Metal layers overlaid:
The bar under the picture is 20 µm long.
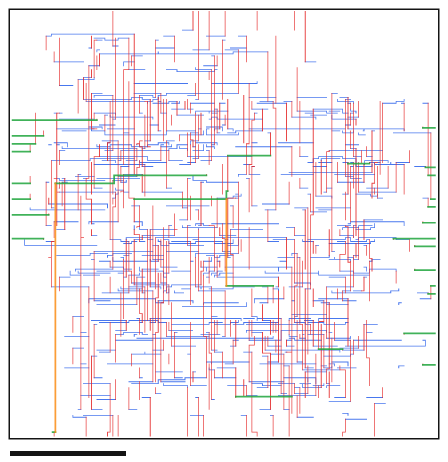
Where the registers sit:
The bar under the picture is 20 µm long. Other sequential cells in the stronger grey, the rest of the logic in the fainter grey.
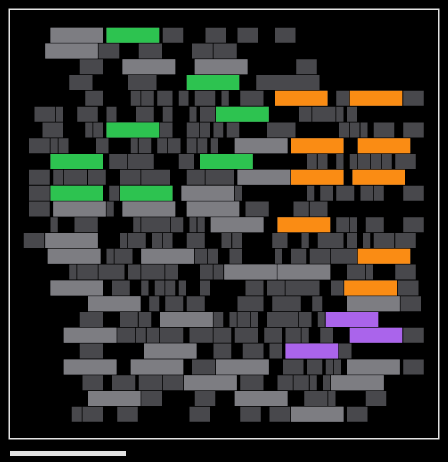
Gate-type map:
The bar under the picture is 20 µm long.
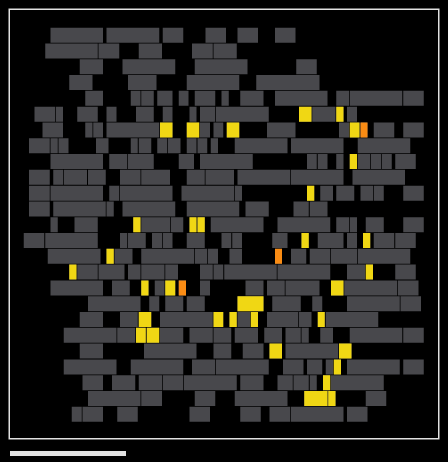
[src/rtl/findmax_pkg.sv]
// rtl/findmax_pkg.sv - shared defaults and FSM state encoding for the max-scan controller
package findmax_pkg;

  localparam int ADDR_W_DEF = 8;
  localparam int DATA_W_DEF = 16;

  typedef enum logic [2:0] {
    ST_IDLE,
    ST_CLEAR,
    ST_READ,
    ST_DRAIN,
    ST_FIN
  } state_e;

endpackage

[src/rtl/findmax_addr_counter.sv]
// rtl/findmax_addr_counter.sv - next-issue address, issued-read count and strobed-word count
module findmax_addr_counter
  import findmax_pkg::*;
#(
  parameter int ADDR_W = ADDR_W_DEF
) (
  input  logic              clk,
  input  logic              rst_n,
  input  logic              load_i,
  input  logic [ADDR_W-1:0] base_i,
  input  logic              issue_i,
  input  logic              strobe_i,
  output logic [ADDR_W-1:0] next_addr_o,
  output logic [ADDR_W:0]   issued_o,
  output logic [ADDR_W:0]   words_o
);

  logic [ADDR_W-1:0] addr_q, addr_d;
  logic [ADDR_W:0]   issued_q, issued_d;
  logic [ADDR_W:0]   words_q, words_d;

  // The address register is exactly ADDR_W wide, so the increment wraps for free.
  always_comb begin
    addr_d   = addr_q;
    issued_d = issued_q;
    words_d  = words_q;
    if (load_i) begin
      addr_d   = base_i;
      issued_d = '0;
      words_d  = '0;
    end else begin
      if (issue_i) begin
        addr_d   = addr_q + 1'b1;
        issued_d = issued_q + 1'b1;
      end
      if (strobe_i) begin
        words_d = words_q + 1'b1;
      end
    end
  end

  always_ff @(posedge clk or negedge rst_n) begin
    if (!rst_n) begin
      addr_q   <= '0;
      issued_q <= '0;
      words_q  <= '0;
    end else begin
      addr_q   <= addr_d;
      issued_q <= issued_d;
      words_q  <= words_d;
    end
  end

  assign next_addr_o = addr_q;
  assign issued_o    = issued_q;
  assign words_o     = words_q;

endmodule

[src/rtl/findmax_scanner.sv]
// rtl/findmax_scanner.sv - sequences memory reads over a window and strobes each word to a max comparator
module findmax_scanner
  import findmax_pkg::*;
#(
  parameter int ADDR_W = ADDR_W_DEF,
  parameter int DATA_W = DATA_W_DEF
) (
  input  logic              clk,
  input  logic              reset,
  input  logic              start,
  input  logic              abort,
  input  logic              hold,
  input  logic [ADDR_W-1:0] base_addr,
  input  logic [ADDR_W:0]   n_words,
  output logic              ena,
  output logic [ADDR_W-1:0] addra,
  input  logic [DATA_W-1:0] douta,
  output logic              ActiveDatapath,
  output logic              clr_max,
  output logic              busy,
  output logic              done,
  output logic [ADDR_W:0]   words_done
);

  state_e            state_q, state_d;
  logic [ADDR_W:0]   n_words_q;
  logic              ena_q, ena_d;
  logic [ADDR_W-1:0] addra_q, addra_d;
  logic              strobe_q, strobe_d;
  logic              clr_q, clr_d;
  logic              busy_q, busy_d;
  logic              done_q, done_d;
  logic              load, issue;
  logic [ADDR_W-1:0] next_addr;
  logic [ADDR_W:0]   issued;

  // Read data goes straight to the comparator; this block only times it.
  logic unused_douta;
  assign unused_douta = ^douta;

  findmax_addr_counter #(.ADDR_W(ADDR_W)) u_cnt (
    .clk         (clk),
    .rst_n       (reset),
    .load_i      (load),
    .base_i      (base_addr),
    .issue_i     (issue),
    .strobe_i    (strobe_d),
    .next_addr_o (next_addr),
    .issued_o    (issued),
    .words_o     (words_done)
  );

  always_comb begin
    state_d = state_q;
    load    = 1'b0;
    issue   = 1'b0;
    clr_d   = 1'b0;
    done_d  = 1'b0;
    unique case (state_q)
      ST_IDLE: begin
        if (start && !abort) begin
          state_d = ST_CLEAR;
          load    = 1'b1;
          clr_d   = 1'b1;
        end
      end
      ST_CLEAR: begin
        if (n_words_q == '0) begin
          state_d = ST_FIN;
          done_d  = 1'b1;
        end else begin
          state_d = ST_READ;
          issue   = 1'b1;
        end
      end
      ST_READ: begin
        if (issued == n_words_q) begin
          state_d = ST_DRAIN;
        end else if (!hold) begin
          issue = 1'b1;
        end
      end
      ST_DRAIN: begin
        state_d = ST_FIN;
        done_d  = 1'b1;
      end
      ST_FIN:  state_d = ST_IDLE;
      default: state_d = ST_IDLE;
    endcase
    if (abort && state_q != ST_IDLE) begin
      state_d = ST_IDLE;
      issue   = 1'b0;
      clr_d   = 1'b0;
      done_d  = 1'b0;
    end
  end

  // Outputs are registered from next-state decode so they align with the state they describe.
  always_comb begin
    ena_d    = issue;
    addra_d  = issue ? next_addr : addra_q;
    strobe_d = ena_q && !abort;
    busy_d   = (state_d != ST_IDLE);
  end

  always_ff @(posedge clk or negedge reset) begin
    if (!reset) begin
      state_q   <= ST_IDLE;
      n_words_q <= '0;
      ena_q     <= 1'b0;
      addra_q   <= '0;
      strobe_q  <= 1'b0;
      clr_q     <= 1'b0;
      busy_q    <= 1'b0;
      done_q    <= 1'b0;
    end else begin
      state_q  <= state_d;
      if (load) begin
        n_words_q <= n_words;
      end
      ena_q    <= ena_d;
      addra_q  <= addra_d;
      strobe_q <= strobe_d;
      clr_q    <= clr_d;
      busy_q   <= busy_d;
      done_q   <= done_d;
    end
  end

  assign ena            = ena_q;
  assign addra          = addra_q;
  assign ActiveDatapath = strobe_q;
  assign clr_max        = clr_q;
  assign busy           = busy_q;
  assign done           = done_q;

endmodule

[config.mk]
export PLATFORM = sky130hd
export DESIGN_NAME = findmax_scanner
export DESIGN_NICKNAME = d
export VERILOG_FILES = /design/src/rtl/findmax_pkg.sv /design/src/rtl/findmax_addr_counter.sv /design/src/rtl/findmax_scanner.sv
export SDC_FILE = /design/constraint.sdc
export NUM_CORES = 1
export LEC_CHECK = 0
export CORE_MARGIN = 2
export CORE_UTILIZATION = 49
export DETAILED_ROUTE_END_ITERATION = 16
export HOLD_SLACK_MARGIN = 0.02
export PLACE_DENSITY = 0.8
export SKIP_LAST_GASP = 1
export SYNTH_ARGS = -nofsm -noshare
export SYNTH_HDL_FRONTEND = slang
export SYNTH_HIERARCHICAL = 1
export SYNTH_SLANG_ARGS = --single-unit
[constraint.sdc]
create_clock -name clk -period 3 [get_ports clk]
set_clock_uncertainty 0.15 [all_clocks]
set_input_delay 0.45 -clock clk [delete_from_list [all_inputs] [get_ports clk]]
set_output_delay 0.45 -clock clk [all_outputs]
set_load 0.02 [all_outputs]
==> flow_metrics.env <==
# flow metrics
export IMPL_r2r_slack_ps=390
export IMPL_crit_chain="nor4_1 -> a31oi_1 -> and2_2 -> o21ai_4 -> inv_1 -> nand4_1 -> or3_1 -> a21oi_1"
export IMPL_synth_largest_area_cell="dfrtp_1"
export IMPL_hold_buffers=0
export IMPL_tightestPinTransition_ps=641.7
export IMPL_critPathLaunch="n_words_q[8]$_DFFE_PN0P_"
export IMPL_syn_num_nets=254
export IMPL_end_kind="flop"
export IMPL_yosysWarnings=6
export IMPL_setup_viol=0
export IMPL_nFillCells=381
export IMPL_first_pass_iters=4
export IMPL_gp_congestion=0.8058
export IMPL_timing_setup_tns_ps=0
export IMPL_ff_type="dfrtp_1"
export IMPL_path_clk_slew_ps=90
export IMPL_top_cells_by_area="dfrtp_1, mux2_2, xor2_1"
export IMPL_nets=302
export IMPL_start_kind="flop"
export IMPL_clk_path_buf_depth=2
export IMPL_cts_tree="yes"
export IMPL_numPortBuffers=43
export IMPL_cts_buffers=5
export IMPL_die_area_um2=5430
export IMPL_drc=0
export IMPL_clockRootBuffer="clkbuf_8"
export IMPL_htreeDepth=2
export IMPL_reg2reg_from="n_words_q[8]$_DFFE_PN0P_"
export IMPL_ys_seq_elements=51
export IMPL_cp_max_fo=14
export IMPL_die_height_um=73.69
export IMPL_grt_ovfl_total=0
export IMPL_period_used_pct=86.86
export IMPL_hpwl_mm=3.066
export IMPL_status="complete, no violations"
export IMPL_yosys_stat_chipArea_um2=2380
export IMPL_syn_area_per_cell_um2=11.17
export IMPL_core_um2=4692
export IMPL_hold_path_class="in2async"
export IMPL_crit_slowest_cell="or3_1"
export IMPL_final_cell_mix="dfrtp_1, clkdlybuf4s50_1, mux2_2, nor2_1, xor2_1"
export IMPL_grt_setup_unrepaired="no"
export IMPL_syn_cell_area_um2=2380
export IMPL_layout_setup_ws_ps=394.3
export IMPL_worst_endpoint_required_ps=3080
export IMPL_yosysSeqAreaShare_pct=53.63
export IMPL_power_density_nw_per_um2=682.5
export IMPL_num_io_pins=60
export IMPL_dieWidth_um=73.69
export IMPL_dpl_worst_slack_ps=313.2
export IMPL_ctsResizeCount=0
export IMPL_clock_sinks=51
export IMPL_cp_endpoint="u_cnt/issued_o[7]$_DFFE_PN0P_"
export IMPL_cpPeakStageDelay_ps=410
export IMPL_layout_drive_gt1_share_pct=14.89
export IMPL_grt_max_degree=39
export IMPL_synth_cell_types=34
export IMPL_period_minus_slack_ps=2606
export IMPL_maxSlewHeadroom_pct=57.22
export IMPL_ant_nets=0
export IMPL_yosysTopAreaCellShare_pct=53.63
export IMPL_syn_to_final_growth_pct=25.29
export IMPL_holdWs_ps=13.77
export IMPL_ys_cells=213
export IMPL_syn_inst=213
export IMPL_reg2reg_to="u_cnt/issued_o[7]$_DFFE_PN0P_"
export IMPL_cap_violations=0
export IMPL_finalHoldViolations=0
export IMPL_avgViaCountPerCell=5.475
export IMPL_post_drt_wl_per_cell_um=13.63
export IMPL_placed_cells=308
export IMPL_floorplan_core_util_pct=50.72
export IMPL_drt_wl_total_mm=4.306
export IMPL_drt_iter0_drc=63
export IMPL_antenna_found_initial=0
export IMPL_clk_latency_ps=300
export IMPL_post_cts_setup_buffers=0
export IMPL_async_flop_share_pct=100.0
export IMPL_fmax_ghz=0.3838
export IMPL_grt_pass1_vias=1677
export IMPL_worst_ep_arrival_time_ps=2680
export IMPL_p_leak_nw=1.271
export IMPL_drv_slew=0
export IMPL_warnings=42
export IMPL_rows=25
export IMPL_grt_pass1_wl_mm=7.403
export IMPL_ir_drop_v=0.0004088
export IMPL_diodes=0
export IMPL_critPathKind="reg2reg"
export IMPL_edf_count=0
export IMPL_reg2reg_depth=8
About 'metal layers overlaid':
[blue] metal 1 | wire length: 1,920 µm
[orange] metal 4 | wire length: 57.8 µm
[green] metal 3 | wire length: 154 µm
[red] metal 2 | wire length: 2,180 µm
total track usage: 17.66%
routed vias: 1,730

About 'where the registers sit':
[purple] state_q | flops: 3
[orange] u_cnt/words_o | flops: 9
[green] u_cnt/next_addr_o | flops: 8
final core utilization: 63.55%
Flop area: 1276 µm²
Seq group: 979 µW
fraction of area in registers: 42.80%

About 'gate-type map':
[orange] inverters | cells: 3
[yellow] NOR gates | cells: 33
Finished Layout Cells: 316
fraction of area in multi-input gates: 35.33%
most used logic cell in the final layout: dfrtp_1

-- stage by stage --
step	area [µm²]	power [mW]
finish	2982	2.035
detailed placement	2864	1.565
CTS	2982	2.054
global placement	2864	1.549
global route	2982	2.155
floorplan	2380	1.317
-- cells in the mapped netlist, drive strengths merged, types with 3 or more instances --
library cell  count
nand2            16
nor2             19
nor2b             7
or4               3
xor2             18
mux2i             3
nor4              3
or3               6
nor3              4
nand3             9
xnor2             3
mux2             19
buf               5
ha                3
dfrtp            51
nand4            10
o21ai            15
inv               3
a21oi             7
-- sequential cells by signal, summed over array words and instances (netlist names) --
| name | count |
|---|---|
| clr_max | 1 |
| done | 1 |
| u_cnt/next_addr_o | 8 |
| u_cnt/issued_o | 9 |
| n_words_q | 9 |
| ActiveDatapath | 1 |
| state_q | 3 |
| addra | 8 |
| u_cnt/words_o | 9 |
| busy | 1 |
| ena | 1 |
-- per-layer routing --
metal	vias up	track usage (%)	wire, µm
met3	4	4.390	154
met2	34	29.07	2176
met5	-	0	0
li1	843	-	-
met1	849	22.43	1918
met4	0	6.667	57
-- final cells by class --
cell class | instances | area [µm²] | area share [%]
Multi-Input combinational cell | 153 | 1054 | 35.33
Clock buffer | 6 | 82.58 | 2.770
Clock inverter | 2 | 35.03 | 1.175
Sequential cell | 51 | 1276 | 42.80
Timing Repair Buffer | 47 | 455.4 | 15.27
Inverter | 3 | 11.26 | 0.3777
Tap cell | 54 | 67.56 | 2.266
-- worst max-delay path, delay by kind of cell, from the launching register on --
family | cells | cell delay (ps)
and+or+nand+nor | 4 | 1020
AOI/OAI and AO/OA | 3 | 590
DFF | 1 | 400
buffers and inverters | 1 | 370
-- how the worst min path moves through the flow --
| stage | startpoint | to | depth (start not counted) |
|---|---|---|---|
| after CTS | reset | n_words_q[5]$_DFFE_PN0P_ | 1 |
| after detailed placement | state_q[2]$_DFF_PN0_ | state_q[0]$_DFF_PN0_ | 1 |
| after floorplan | reset | ActiveDatapath$_DFF_PN0_ | 0 |
| after global placement | state_q[2]$_DFF_PN0_ | state_q[0]$_DFF_PN0_ | 1 |
| after global routing | reset | n_words_q[6]$_DFFE_PN0P_ | 1 |
| final | reset | n_words_q[5]$_DFFE_PN0P_ | 1 |
-- report_power, final --
part	switching [mW]	internal [mW]	total (mW)
sequential	0.144	0.836	0.979
combinational	0.263	0.305	0.567
clock	0.218	0.270	0.488
-- cell families after synthesis --
| group | synth area share [%] |
|---|---|
| compound gates | 6.993 |
| xor+xnor | 7.729 |
| fa+ha+maj | 1.577 |
| buf+inv | 2.313 |
| flops | 53.63 |
| mux | 10.25 |
| simple gates | 17.51 |
Power figures rest on the tool's default switching activity, not on a simulated workload.
